===== config.mk =====
export PLATFORM = sky130hd
export DESIGN_NAME = vrms_scan_ctrl
export DESIGN_NICKNAME = d
export VERILOG_FILES = /design/src/rtl/vrms_scan_ctrl_pkg.sv /design/src/rtl/vrms_scan_ctrl_next_ch.sv /design/src/rtl/vrms_scan_ctrl.sv
export SDC_FILE = /design/constraint.sdc
export NUM_CORES = 1
export LEC_CHECK = 0
export CAP_MARGIN = 20
export CORE_ASPECT_RATIO = 1.2
export CORE_MARGIN = 2
export CORE_UTILIZATION = 30
export CTS_BUF_LIST = sky130_fd_sc_hd__clkbuf_8
export CTS_CLUSTER_SIZE = 8
export DETAILED_ROUTE_END_ITERATION = 8
export GPL_TIMING_DRIVEN = 0
export SLEW_MARGIN = 15
export SYNTH_ARGS = -nofsm -noshare
export SYNTH_HDL_FRONTEND = slang
export SYNTH_SLANG_ARGS = --single-unit
export TNS_END_PERCENT = 100

===== constraint.sdc =====
create_clock -name clk_fs -period 4.87 [get_ports clk_fs]
set_input_delay 1.461 -clock clk_fs [delete_from_list [all_inputs] [get_ports clk_fs]]
set_output_delay 1.461 -clock clk_fs [all_outputs]
set_load 0.05 [all_outputs]

===== src/rtl/vrms_scan_ctrl_pkg.sv =====
// Shared types and derived-constant helpers for the RMS scan sequencer.
package vrms_scan_ctrl_pkg;

   // Sequencer phases for one channel visit, plus scan-level idle/done.
   typedef enum logic [2:0] {
      StIdle,
      StSettle,
      StAccum,
      StRoot,
      StStore,
      StDone
   } state_e;

   // Number of channels addressed by a CH_W-bit index.
   function automatic int unsigned n_ch(input int unsigned ch_w);
      return 1 << ch_w;
   endfunction

   // Samples per accumulation window.
   function automatic int unsigned win_len(input int unsigned bit_points);
      return 1 << bit_points;
   endfunction

   // Phase counter width: must reach the longest phase length minus one.
   function automatic int unsigned cnt_width(input int unsigned settle,
                                             input int unsigned win,
                                             input int unsigned tmo);
      int unsigned m;
      m = (settle > win) ? settle : win;
      m = (m > tmo) ? m : tmo;
      return (m > 1) ? $clog2(m) : 1;
   endfunction

endpackage


===== src/rtl/vrms_scan_ctrl_next_ch.sv =====
// Priority finder: lowest enabled channel strictly above cur_i, or the lowest
// enabled channel overall when from_start_i is set.
module vrms_next_ch #(
   parameter int unsigned CH_W = 2
) (
   input  logic [(1<<CH_W)-1:0] mask_i,
   input  logic [CH_W-1:0]      cur_i,
   input  logic                 from_start_i,
   output logic [CH_W-1:0]      nxt_o,
   output logic                 found_o
);

   localparam int unsigned NCh = 1 << CH_W;

   // Scan downwards so the last hit, the lowest qualifying index, wins.
   always_comb begin
      nxt_o   = '0;
      found_o = 1'b0;
      for (int i = NCh - 1; i >= 0; i--) begin
         if (mask_i[i] && (from_start_i || (i > int'(cur_i)))) begin
            nxt_o   = CH_W'(i);
            found_o = 1'b1;
         end
      end
   end

endmodule


===== src/rtl/vrms_scan_ctrl.sv =====
// Channel scan sequencer for a shared square/accumulate/sqrt RMS datapath.
module vrms_scan_ctrl
   import vrms_scan_ctrl_pkg::*;
#(
   parameter int unsigned DATA_W     = 12,
   parameter int unsigned BIT_POINTS = 8,
   parameter int unsigned CH_W       = 2,
   parameter int unsigned SETTLE     = 4,
   parameter int unsigned ROOT_TMO   = 64
) (
   input  logic                  clk_fs,
   input  logic                  rst_n,
   input  logic                  start,
   input  logic                  continuous,
   input  logic [(1<<CH_W)-1:0]  ch_en,
   input  logic                  irq_clr,
   output logic [CH_W-1:0]       ch_sel,
   output logic                  acc_clr,
   output logic                  acc_en,
   output logic                  root_start,
   input  logic                  root_done,
   input  logic [DATA_W-2:0]     root_q,
   output logic                  rms_vld,
   output logic [CH_W-1:0]       rms_ch,
   output logic [DATA_W-2:0]     rms_val,
   input  logic [CH_W-1:0]       rd_ch,
   output logic [DATA_W-2:0]     rd_rms,
   output logic                  busy,
   output logic                  err,
   output logic                  irq
);

   localparam int unsigned NCh   = n_ch(CH_W);
   localparam int unsigned Win   = win_len(BIT_POINTS);
   localparam int unsigned CntW  = cnt_width(SETTLE, Win, ROOT_TMO);
   localparam int unsigned RmsW  = DATA_W - 1;
   localparam logic [CntW-1:0] SettleLast = CntW'(SETTLE - 1);
   localparam logic [CntW-1:0] WinLast    = CntW'(Win - 1);
   localparam logic [CntW-1:0] TmoLast    = CntW'(ROOT_TMO - 1);
   // With no settling time a channel visit opens directly on its window.
   localparam state_e FirstSt = (SETTLE == 0) ? StAccum : StSettle;

   state_e            state_q, state_d;
   logic [CntW-1:0]   cnt_q, cnt_d;
   logic [NCh-1:0]    mask_q, mask_d;
   logic [CH_W-1:0]   ch_sel_q, ch_sel_d;
   logic [RmsW-1:0]   cap_q, cap_d;
   logic              busy_q, busy_d;
   logic              err_q, err_d;
   logic              irq_q, irq_d;
   logic              irq_set;
   logic              rms_vld_q, rms_vld_d;
   logic [CH_W-1:0]   rms_ch_q, rms_ch_d;
   logic [RmsW-1:0]   rms_val_q, rms_val_d;
   logic [RmsW-1:0]   res_q [NCh];
   logic [RmsW-1:0]   res_d [NCh];

   logic              from_start;
   logic [NCh-1:0]    scan_mask;
   logic [CH_W-1:0]   nxt_ch;
   logic              nxt_found;

   // Scan start (IDLE/DONE) searches the live enable mask from index -1;
   // mid-scan advances search the latched mask above the current channel.
   assign from_start = (state_q == StIdle) || (state_q == StDone);
   assign scan_mask  = from_start ? ch_en : mask_q;

   vrms_next_ch #(
      .CH_W(CH_W)
   ) u_next_ch (
      .mask_i      (scan_mask),
      .cur_i       (ch_sel_q),
      .from_start_i(from_start),
      .nxt_o       (nxt_ch),
      .found_o     (nxt_found)
   );

   // Next-state and register-update logic for the scan sequencer.
   always_comb begin
      state_d   = state_q;
      cnt_d     = cnt_q;
      mask_d    = mask_q;
      ch_sel_d  = ch_sel_q;
      cap_d     = cap_q;
      busy_d    = busy_q;
      err_d     = err_q;
      irq_set   = 1'b0;
      rms_vld_d = 1'b0;
      rms_ch_d  = rms_ch_q;
      rms_val_d = rms_val_q;
      res_d     = res_q;
      unique case (state_q)
         StIdle: begin
            if (start && (ch_en != '0)) begin
               mask_d   = ch_en;
               err_d    = 1'b0;
               ch_sel_d = nxt_ch;
               busy_d   = 1'b1;
               cnt_d    = '0;
               state_d  = FirstSt;
            end
         end
         StSettle: begin
            if (cnt_q == SettleLast) begin
               cnt_d   = '0;
               state_d = StAccum;
            end else begin
               cnt_d = cnt_q + 1'b1;
            end
         end
         StAccum: begin
            if (cnt_q == WinLast) begin
               cnt_d   = '0;
               state_d = StRoot;
            end else begin
               cnt_d = cnt_q + 1'b1;
            end
         end
         StRoot: begin
            // A result arriving on the last allowed cycle still beats the timeout.
            if (root_done) begin
               cap_d   = root_q;
               state_d = StStore;
            end else if (cnt_q == TmoLast) begin
               cap_d   = '1;
               err_d   = 1'b1;
               state_d = StStore;
            end else begin
               cnt_d = cnt_q + 1'b1;
            end
         end
         StStore: begin
            res_d[ch_sel_q] = cap_q;
            rms_vld_d       = 1'b1;
            rms_ch_d        = ch_sel_q;
            rms_val_d       = cap_q;
            cnt_d           = '0;
            if (nxt_found) begin
               ch_sel_d = nxt_ch;
               state_d  = FirstSt;
            end else begin
               state_d = StDone;
            end
         end
         StDone: begin
            irq_set = 1'b1;
            if (continuous && (ch_en != '0)) begin
               mask_d   = ch_en;
               ch_sel_d = nxt_ch;
               cnt_d    = '0;
               state_d  = FirstSt;
            end else begin
               busy_d  = 1'b0;
               state_d = StIdle;
            end
         end
         default: state_d = StIdle;
      endcase
      irq_d = irq_clr ? 1'b0 : (irq_set ? 1'b1 : irq_q);
   end

   // State, control and result-file registers.
   always_ff @(posedge clk_fs or negedge rst_n) begin
      if (!rst_n) begin
         state_q   <= StIdle;
         cnt_q     <= '0;
         mask_q    <= '0;
         ch_sel_q  <= '0;
         cap_q     <= '0;
         busy_q    <= 1'b0;
         err_q     <= 1'b0;
         irq_q     <= 1'b0;
         rms_vld_q <= 1'b0;
         rms_ch_q  <= '0;
         rms_val_q <= '0;
         res_q     <= '{default: '0};
      end else begin
         state_q   <= state_d;
         cnt_q     <= cnt_d;
         mask_q    <= mask_d;
         ch_sel_q  <= ch_sel_d;
         cap_q     <= cap_d;
         busy_q    <= busy_d;
         err_q     <= err_d;
         irq_q     <= irq_d;
         rms_vld_q <= rms_vld_d;
         rms_ch_q  <= rms_ch_d;
         rms_val_q <= rms_val_d;
         res_q     <= res_d;
      end
   end

   assign acc_clr    = (state_q == StAccum) && (cnt_q == '0);
   assign acc_en     = (state_q == StAccum) && (cnt_q != '0);
   assign root_start = (state_q == StRoot) && (cnt_q == '0);
   assign ch_sel     = ch_sel_q;
   assign busy       = busy_q;
   assign err        = err_q;
   assign irq        = irq_q;
   assign rms_vld    = rms_vld_q;
   assign rms_ch     = rms_ch_q;
   assign rms_val    = rms_val_q;
   assign rd_rms     = res_q[rd_ch];

endmodule


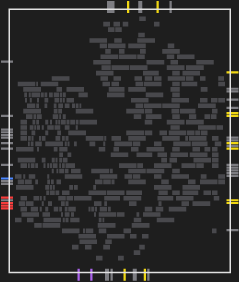
Figure 1: ports around the boundary.
Scale: 2 px per um. Pins as bars across the die edge, other pins in grey.
Key: `irq` = blue [pins 1, direction output, edge left]; `ch_sel` = purple [pins 2, direction output, edge bottom]; `ch_en` = red [pins 4, direction input, edge left]; `rd_rms` = yellow [pins 11, direction output, edge 7 right, 2 bottom, 2 top]
All pins by edge: 20 right, 17 left, 10 bottom, 9 top.
# port buffers: 55
die boundary height: 130.8 um

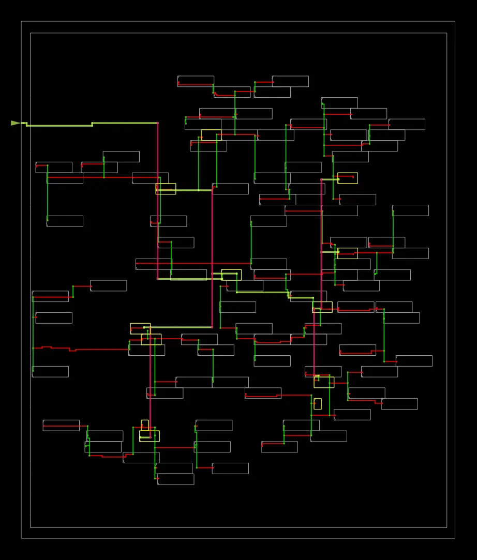
Figure 2: the clock network.
flop count: 88
number of buffers inserted during clock tree synthesis: 9

==> run summary <==
The implementation run finished. The flow ran to the end, and the final reports show no timing, DRC or antenna violations. Buffer count excluding the clock tree in the final layout landed at ~70. Area of the mapped netlist landed at about 0.0040 mm2.

Number of levels the H-tree was split into landed at 3. The fraction of cell area in multi-input combinational cells is reported as 0.3468. Register area landed at roughly 0.0022 mm2.

Number of buffer and inverter instances along the worst setup path landed at 3. Counting only logic cells after layout, the most numerous master is sky130_fd_sc_hd__dfrtp_1. The number of maximum-capacitance violations recorded for the run is 0.

In the final routed layout, each cell accounts on average for around 16 um. Number of instances on the worst hold path landed at 1. The detailed router reported a total wirelength of 8815 um. The highest supply drop recorded on VDD is roughly 260 uV. The number of hold buffers added after CTS was 0. In this build the clock could be raised as far as around 210 MHz. Yosys stat cell total landed at 313. Power density over the cells landed at 648.5 mW/mm2. sky130_fd_sc_hd__dfrtp_1 is the most common cell in the netlist. Sequential cells consume a total of 1.24 mW. Per the synthesis report, the number of distinct cell types is around 46. CTS placed an instance of sky130_fd_sc_hd__clkbuf_8 at the clock tree root. The skew report gives the latency at the later pin of the worst-skew pair as 0.36 ns.

First-pass GRT wire length landed at 14,410 um. The largest part of the power goes to combinational cells. Post-layout minimum cycle time landed at 4.700 ns. OpenSTA lists the critical path startpoint as rd_ch[0]. The launch point of the worst min-delay path is recorded as res_q[18]$_DFFE_PN0P_. Per the timing report, the most critical flop-to-flop path finishes at res_q[21]$_DFFE_PN0P_. In this run, synthesis inferred 0 flip-flops with an integrated enable. Combinational power share landed at 0.479. At the pin with the least slew margin, the transition time is between 0.6 and 0.7 ns. Averaged over all synthesized cells, the footprint is roughly 13 um2. Number of DRC markers in iteration 0 landed at approximately 120.

The first detailed-routing pass took 4 iterations. Met3 routed wirelength landed at around 300 um. The critical path runs through a total of 4 cells. Reg-to-reg setup timing slack landed at 2.77 ns.

In the routed design, unresolved DRC markers number 0. According to the tapcell log, the count of inserted taps is roughly 170. The critical path's slowest stage uses the library cell sky130_fd_sc_hd__mux4_2. Synthesis-stage register bit count landed at 88. In this run, power in the clock network comes to between 0.4 and 0.5 mW. Total number of warnings across the stage logs landed at 27. The end-of-flow timing check tallies setup violations at 0. Global placer's final weighted congestion landed at between 0.7 and 0.8. The largest total area in the synthesized netlist belongs to sky130_fd_sc_hd__dfrtp_1. After synthesis, the cell types taking the most area are sky130_fd_sc_hd__dfrtp_1 55%, sky130_fd_sc_hd__mux2_2 17%, sky130_fd_sc_hd__mux4_2 6.2%. The net count after synthesis is ~340.

Per the synthesis report, the simple-gate share of the synthesized area is 0.08339. Final hold analysis gives a worst-case slack of about 0.5 ns. Number of filler cells placed in the layout landed at around 1,300. Total number of vias landed at approximately 2,700. The number of global-route vias before repair came to roughly 2,800.

The data required time reported for the critical path is between 3 and 4 ns. The flow reports power dissipated in combinational cells as about 1.5 mW. In this run the worst hold path is classified as register to register. Per the final timing report, the hold violations number 0. Count of instances resized after the clock tree is built landed at 12. The highest metal layer carrying signal wires in the routed design is met4.

The cell-mix breakdown from Yosys lists the adder-cell area share as 0.006223. The longest clock path from root to sink contains 2 buffers. Of the total power, the clock network draws 0.133.
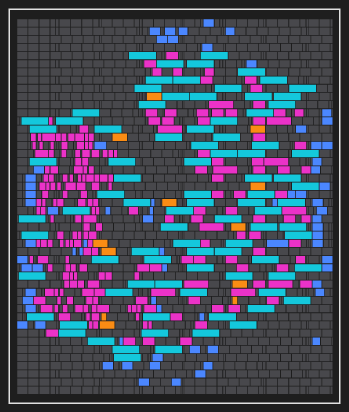
Figure 3: placed cells, one colour a class.
Scale: 3 px per um. Fill, decap, tap and diode cells in grey.
Key: registers = cyan [cells 88]; remaining logic cells = magenta [cells 210]; remaining buffers and delay cells = blue [cells 71]; clock drivers and dummy loads = orange [cells 12]
core area: 0.01318 mm2
final standard cell utilization of the core: 0.3747

per-stage QoR:
step	cell area (um2)	TNS, ns	setup slack [ns]	power, mW
after detailed placement	4800	-2.811	-0.2939	2.833
after global routing	4938	0	0.1002	3.426
after global placement	4782	-74.84	-0.8245	2.791
after floorplan	4021	0	0.9818	2.342
after CTS	4938	0	0.1369	3.242
final	4938	0	0.1698	3.203
flip-flops by register name, summed over array words and instances (netlist names):
signal / count
rms_vld: 1
busy: 1
res_q: 44
mask_q: 3
cap_q: 11
err: 1
rms_val: 11
state_q: 3
irq: 1
ch_sel: 2
rms_ch: 2
cnt_q: 8
Power and IR drop assume default switching activity.
